<file path="src/rtl/auth_req_arbiter.sv">
// auth_req_arbiter: round-robin PD/DEBUG authentication request arbiter driving one shared engine.
// Optional engine watchdog is compiled in with AUTH_ARB_TIMEOUT_EN.
module auth_req_arbiter #(
    parameter int TIMEOUT_CYCLES = 1024,
    parameter int ERR_CNT_W      = 8
) (
    input  logic                 clk,
    input  logic                 reset,
    input  logic [7:0]           pending_auth_request_PD,
    input  logic [7:0]           pending_auth_request_DEBUG,
    input  logic                 PD_ready,
    input  logic                 DEBUG_ready,
    input  logic                 eng_ack,
    input  logic                 eng_done,
    input  logic                 eng_err,
    output logic                 eng_req,
    output logic                 eng_src,
    output logic [1:0]           eng_type,
    output logic [1:0]           eng_slot,
    output logic                 pending_auth_request_PD_erase,
    output logic                 pending_auth_request_DEBUG_erase,
    output logic [1:0]           erase_idx,
    output logic                 busy,
    output logic [ERR_CNT_W-1:0] err_cnt,
    output logic                 timeout_err
);
    typedef enum logic [2:0] {IDLE, SELECT, ISSUE, WAIT_DONE, ERASE} state_t;
    state_t state;
    logic last_src, pd_elig, dbg_elig, pick_dbg, finish;
    logic [7:0] sel_vec, cur_vec;
    logic [1:0] sel_slot, sel_type, cur_entry;

    function automatic logic [1:0] first_slot(input logic [7:0] v);
        return v[1:0] != 2'b00 ? 2'd0 : v[3:2] != 2'b00 ? 2'd1 : v[5:4] != 2'b00 ? 2'd2 : 2'd3;
    endfunction

    assign pd_elig   = PD_ready && |pending_auth_request_PD;
    assign dbg_elig  = DEBUG_ready && |pending_auth_request_DEBUG;
    // last_src resets to DEBUG, so a tie goes to PD first
    assign pick_dbg  = dbg_elig && (!pd_elig || !last_src);
    assign sel_vec   = pick_dbg ? pending_auth_request_DEBUG : pending_auth_request_PD;
    assign sel_slot  = first_slot(sel_vec);
    assign sel_type  = sel_vec[{sel_slot, 1'b0} +: 2];
    assign cur_vec   = eng_src ? pending_auth_request_DEBUG : pending_auth_request_PD;
    assign cur_entry = cur_vec[{eng_slot, 1'b0} +: 2];
    assign finish    = eng_done && (state == WAIT_DONE || (state == ISSUE && eng_ack));
    assign busy      = state != IDLE;

`ifdef AUTH_ARB_TIMEOUT_EN
    localparam int TW = $clog2(TIMEOUT_CYCLES + 1);
    logic [TW-1:0] timer;
`else
    // watchdog compiled out; constant 0 for any legal limit
    assign timeout_err = TIMEOUT_CYCLES < 1;
`endif

    always_ff @(posedge clk or negedge reset) begin
        if (!reset) begin
            state                            <= IDLE;
            last_src                         <= 1'b1;
            eng_req                          <= 1'b0;
            eng_src                          <= 1'b0;
            eng_type                         <= 2'b00;
            eng_slot                         <= 2'b00;
            pending_auth_request_PD_erase    <= 1'b0;
            pending_auth_request_DEBUG_erase <= 1'b0;
            erase_idx                        <= 2'b00;
            err_cnt                          <= '0;
`ifdef AUTH_ARB_TIMEOUT_EN
            timer                            <= '0;
            timeout_err                      <= 1'b0;
`endif
        end else begin
            pending_auth_request_PD_erase    <= 1'b0;
            pending_auth_request_DEBUG_erase <= 1'b0;
`ifdef AUTH_ARB_TIMEOUT_EN
            timeout_err                      <= 1'b0;
`endif
            case (state)
                IDLE: if (pd_elig || dbg_elig) state <= SELECT;
                SELECT: begin
                    if (pd_elig || dbg_elig) begin
                        eng_src  <= pick_dbg;
                        eng_slot <= sel_slot;
                        eng_type <= sel_type;
                        last_src <= pick_dbg;
                        eng_req  <= 1'b1;
`ifdef AUTH_ARB_TIMEOUT_EN
                        timer    <= '0;
`endif
                    end
                    state <= (pd_elig || dbg_elig) ? ISSUE : IDLE;
                end
                ISSUE, WAIT_DONE: begin
`ifdef AUTH_ARB_TIMEOUT_EN
                    timer <= timer + TW'(1);
                    if (timeout_err) begin
                        state                            <= ERASE;
                        pending_auth_request_PD_erase    <= !eng_src;
                        pending_auth_request_DEBUG_erase <= eng_src;
                        erase_idx                        <= eng_slot;
                    end else if (!finish && timer == TW'(TIMEOUT_CYCLES - 1)) begin
                        timeout_err <= 1'b1;
                        eng_req     <= 1'b0;
                        if (!(&err_cnt)) err_cnt <= err_cnt + ERR_CNT_W'(1);
                    end else
`endif
                    if (finish) begin
                        eng_req                          <= 1'b0;
                        state                            <= ERASE;
                        pending_auth_request_PD_erase    <= !eng_src;
                        pending_auth_request_DEBUG_erase <= eng_src;
                        erase_idx                        <= eng_slot;
                        if (eng_err && !(&err_cnt)) err_cnt <= err_cnt + ERR_CNT_W'(1);
                    end else if (state == ISSUE && eng_ack) begin
                        eng_req <= 1'b0;
                        state   <= WAIT_DONE;
                    end else if (state == ISSUE && cur_entry == 2'b00) begin
                        eng_req <= 1'b0;
                        state   <= IDLE;
                    end
                end
                ERASE: state <= IDLE;
                default: state <= IDLE;
            endcase
        end
    end
endmodule
</file>
<file path="config.mk">
export PLATFORM = sky130hd
export DESIGN_NAME = auth_req_arbiter
export DESIGN_NICKNAME = d
export VERILOG_FILES = /design/src/rtl/auth_req_arbiter.sv
export SDC_FILE = /design/constraint.sdc
export NUM_CORES = 1
export LEC_CHECK = 0
export ABC_AREA = 1
export CAP_MARGIN = 15
export CELL_PAD_IN_SITES_DETAIL_PLACEMENT = 1
export CELL_PAD_IN_SITES_GLOBAL_PLACEMENT = 1
export CORE_ASPECT_RATIO = 0.5
export CORE_MARGIN = 2
export CORE_UTILIZATION = 30
export DETAILED_ROUTE_END_ITERATION = 10
export MAX_ROUTING_LAYER = met4
export PLACE_DENSITY_LB_ADDON = 0.1
export SYNTH_ARGS = -nofsm -noshare
export SYNTH_HDL_FRONTEND = slang
export SYNTH_SLANG_ARGS = --single-unit
</file>
<file path="constraint.sdc">
create_clock -name clk -period 1.36 [get_ports clk]
set_input_delay 0.204 -clock clk [delete_from_list [all_inputs] [get_ports clk]]
set_output_delay 0.204 -clock clk [all_outputs]
set_load 0.05 [all_outputs]
</file>
==> results.txt, run 1 <==
flow finished, numbers: outcome=finished, violations left, violated checks=negative setup slack, leading area contributor after synthesis=dfrtp_1, final worst setup slack=-0.288 ns, Post-Route Setup TNS=-2.31 ns, fill cell count=491, Seq group=1.18 mW, worst reg2reg startpoint=last_src$_DFFE_PN1P_, final hold violation count=0, Hold Path Class=in -> async, clock skew=0.00136 ns, XOR/XNOR Area Share=4.42%, Placed Area=2520 µm², CTS resizes=37, CTS Buf Count=3, Top cell excl fill/tap=buf_4, Tot Pwr=5.31 mW, H-Tree Depth=1, # Taps=57, post-layout util=66.4%, DR pass1 iterations=4, FFs w/ async S/R, synth=100%, Arrival @ worst endpoint=1.80 ns, family with the most delay on the worst path=simple AND/OR/NAND/NOR gates, RSZ-0062 raised after global routing=true, initial antenna violation count=0, Critical Path, Cell by Cell=nand3_4 -> nand3_1 -> nand2_4 -> nor2_8 -> nand2_4 -> nand3_2 -> nand2_1 -> nand2_1 -> nand3_1, Flop pwr share=22.2%, Root Driver=clkbuf_8, post-route ant nets=0, slowest CP cell=dfstp_2, Signal buffers=110, clock power share=8.1%, Reg clk slew, reported paths=0.08 ns, CP endpoint kind=flop, r2r setup slk=-0.29 ns, Initial Util=31.4%, CP peak stage delay=0.59 ns, core area=4420 µm², Critical path origin=last_src$_DFFE_PN1P_, via density per instance=4.77, CTS tree=yes, Sw Share=45.9%, final instance area=2940 µm², ys cells=176, commonest cells after routing, fill and taps aside=buf_4, nand2_1, buf_12, dlygate4sd2_1, nand3_1, Slew Limit Fails=0, Synth Instances=176, Top-area cell share=37.9%, clk tree area frac=1.53%, CP required=1.51 ns, logic area=1020 µm², clk_buf instances=4, Adder Area Share=0.902%, gr ovfl total=0, max-cap viol count=0, combinational share of power=69.7%, flip-flops=22, final hold slack=0.288 ns, Top reg by flops=err_cnt, Die Wd=100 µm, Comb area share=34.6%, Stages on worst setup path=9, Layout area overhead=112%, initial DRC count=26, Post-synth EDFFs=0, Psw=2.44 mW, number of synthesis warnings=0, Post-synth regs=22, Port Buffer Count=41, Max VDD drop=1.31 mV, CP Class=reg -> reg, r2r endpoint=eng_type[0]$_DFFE_PN0P_, largest net degree at the start of global routing=23, final tally of setup violations=16, top flop regs=err_cnt: 8 flops, state: 3 flops, Cell Area, Synth=1390 µm², Pleak=1.44 nW, dpl cells=323, Setup crit end=eng_type[0]$_DFFE_PN0P_
==> run 1: worst reg2reg max path: cells and delay by family (launching register included) <==
| kind | cells | cell delay, ns |
|---|---|---|
| flops | 1 | 0.59 |
| simple gates | 9 | 0.95 |
==> run 1: synth_stat cells, types with 2 or more instances <==
library cell / instances
nand2_1: 42
nand2_2: 7
nor2_4: 2
nor2_1: 10
nand3_2: 3
nand2_4: 3
nand3b_1: 2
nand3_1: 19
dfrtp_1: 21
inv_1: 12
nor2_2: 7
inv_2: 9
o21ai_0: 10
a21oi_1: 5
a21oi_2: 2
o21ai_1: 2
xnor2_1: 4
xor2_1: 3
==> run 1: routing by layer <==
metal  track usage, %  wire length [µm]  share of wire, %
met4             2.97               114               1.9
met3             3.49               174               2.9
met5                -                 0                 0
met1             24.3              2440                40
met2             40.3              3310                55
### Gate families picked out, run 1

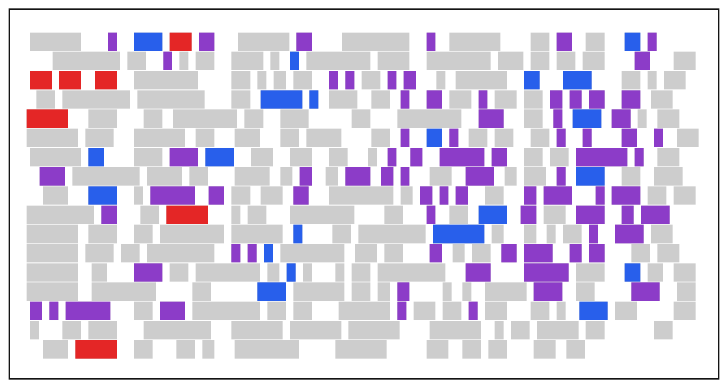
[NAND gates] purple | cells: 79 | most used: nand2_1
[XOR/XNOR gates] red | cells: 7
[NOR gates] blue | cells: 21 | most used: nor2_4

### The clock network, run 1

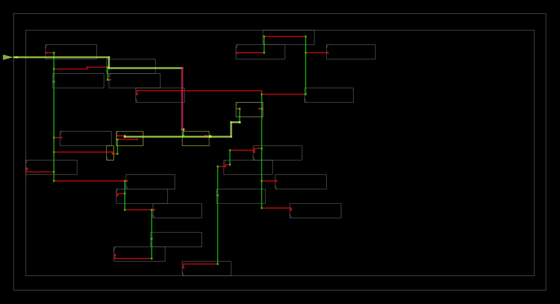
TritonCTS Sinks: 22
clk pwr: 0.430 mW
Latency at later pin: 0.26 ns

### M3 wires, run 1

The bar under the picture is 20 µm long.
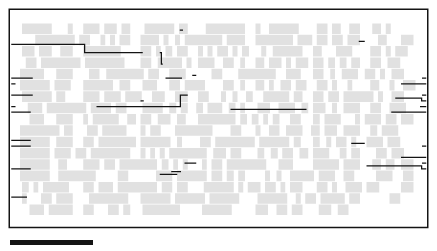
nets with wire on the layer: 27
share of all routed wire: 2.9%
wire length on this layer: 174 µm
longest straight run: 20.0 µm
WL final: 6040 µm
met3 usage: 3.49%
Via Count: 1651

### Signal wires on met2, run 1

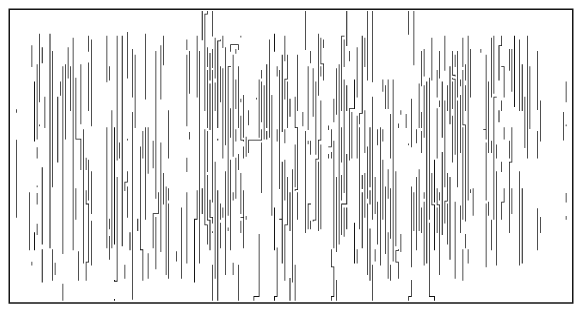

==> run 2, diff against run 1 <==
CORE_MARGIN = 3   (was 2)
### Signal wires on met2, run 2

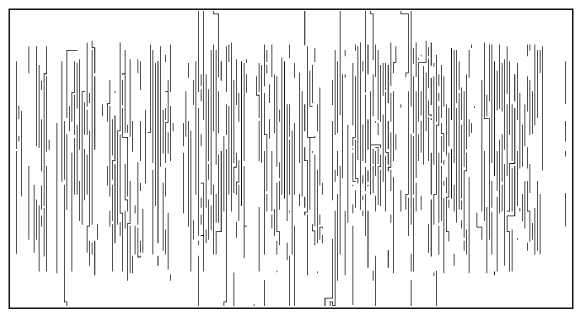
wire length on this layer: 4070 µm
nets with wire on the layer: 292
longest straight run: 33.0 µm
share of all routed wire: 52%

### The clock network, run 2

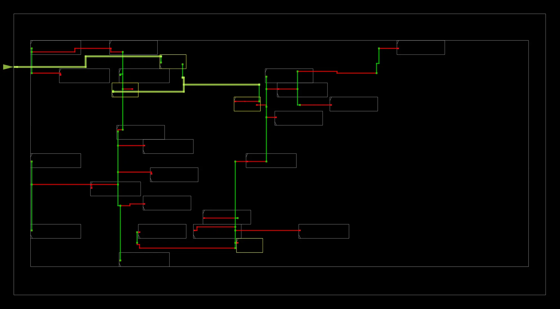
clk_buf instances: 4
clk pwr: 0.500 mW

### M4 wires, run 2

Supply wires on this layer in gray.
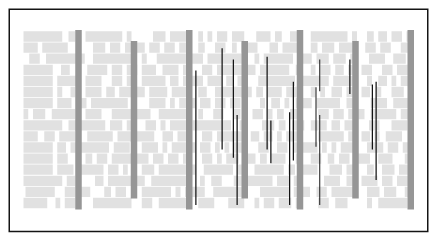
longest straight run: 32.6 µm
main direction: vertical
nets with wire on the layer: 14
share of all routed wire: 3.4%
Via Count: 1805
WL final: 7820 µm

==> results.txt, run 2 <==
flow finished, numbers: Yosys cell types=31, Seq group=1.20 mW (about the same), commonest cells after routing, fill and taps aside=buf_4, nand2_1, buf_12, dlygate4sd2_1, nand2_2, post-layout util=72.1% (+5.7 points), final instance area=3000 µm² (+2.2%), Psw=2.72 mW (+12%), Placed Area=2510 µm² (-0.74%), Top reg by flops=err_cnt, XOR/XNOR Area Share=4.42% (unchanged), TritonCTS Sinks=22 (unchanged), slowest CP cell=dfstp_2, CP endpoint kind=flop, WL met1=3110 µm (+27%), Post-synth regs=22 (unchanged), ys cells=176 (unchanged), Port Buffer Count=41 (unchanged), violated checks=negative setup slack, clock skew=0.00660 ns (+0.00524 ns), Stages on worst setup path=10 (+1), CTS tree=yes, post-route ant nets=0 (unchanged), Reg clk slew, reported paths=0.09 ns (about the same), worst reg2reg startpoint=last_src$_DFFE_PN1P_, Die Wd=102 µm (+2.0%), r2r endpoint=eng_type[0]$_DFFE_PN0P_, Initial Util=33.3% (+2.0 points), met3 WL post-DR=366 µm (+110%), Cell Area, Synth=1390 µm² (unchanged), H-Tree Depth=1 (unchanged), non-filler cells, final=341, number of synthesis warnings=0 (unchanged), DR pass1 iterations=4 (unchanged), CP peak stage delay=0.59 ns (about the same), clock power share=8.8% (+0.7 points), CTS Buf Count=3 (unchanged), Max Used Layer=met4, combinational share of power=70.1% (+0.4 points), Slew Limit Fails=0 (unchanged), Adder Area Share=0.902% (unchanged), Hold Path Class=in -> async, Synth top cell by count=nand2_1, final hold violation count=0 (unchanged), met2 GRT Util=44.1% (+3.8 points), Latency at later pin=0.27 ns (about the same), Critical Path, Cell by Cell=nand3_4 -> buf_6 -> nand3b_1 -> nand2_2 -> nand2_2 -> nand2_4 -> nand3_2 -> nand2_1 -> nand2_1 -> nand3_1, Top-area cell share=37.9% (unchanged), Layout area overhead=116%, Hold Buf Count CTS=0, CP Class=reg -> reg, max-cap viol count=0 (unchanged), CTS resizes=59 (+59%), gr ovfl total=0 (unchanged), core area=4160 µm² (-5.9%), initial antenna violation count=0 (unchanged), final tally of setup violations=17 (+1), Global Route met1 Usage=23.9% (-0.44 points), final worst setup slack=-0.348 ns (-0.0597 ns), CP required=1.52 ns (about the same), Root Driver=clkbuf_8, initial DRC count=34 (+31%), via density per instance=5.29 (+11%), largest net degree at the start of global routing=23 (unchanged), Critical path origin=last_src$_DFFE_PN1P_, met3 usage=2.85% (-0.65 points), RSZ-0062 raised after global routing=true, r2r setup slk=-0.35 ns (-0.06 ns), most frequent cells after synthesis=nand2_1, dfrtp_1, nand3_1, inv_1, outcome=finished, violations left, Post-synth EDFFs=0 (unchanged), Setup crit end=eng_type[0]$_DFFE_PN0P_, Max VDD drop=1.67 mV (+27%), leading area contributor after synthesis=dfrtp_1, Pleak=1.43 nW (-0.40%), Sw Share=47.9% (+2.0 points), Arrival @ worst endpoint=1.87 ns (+0.07 ns), gr busiest metal=met2, Synth Instances=176 (unchanged)
run 2: per-stage QoR:
step           hold slack (ns)  TNS (ns)  worst slack, ns
2_1_floorplan          -0.0916     -1.63           -0.307
3_3_place_gp             0.480     -7.13           -0.629
3_5_place_dp             0.514     -8.20           -0.735
4_1_cts                  0.304     -1.56           -0.205
5_1_grt                  0.337     -3.84           -0.419
6_report                 0.317     -2.73           -0.348
run 2: logic make-up (layout without fill, tap and decap cells):
group	after synthesis	in the layout
other cells	1	1
compound gates	22	22
xor+xnor	7	7
simple gates	100	101
buf+inv	23	133
fa+ha+maj	1	1
flops	22	22
run 2: layout make-up:
cell class	count	area (µm²)
Fill cell	430	1160
Timing Repair Buffer	108	1110
Multi-Input combinational cell	132	1100
Sequential cell	22	564
Inverter	21	104
Tap cell	54	67.6
Clock buffer	4	55.1
Power and IR drop assume default switching activity.
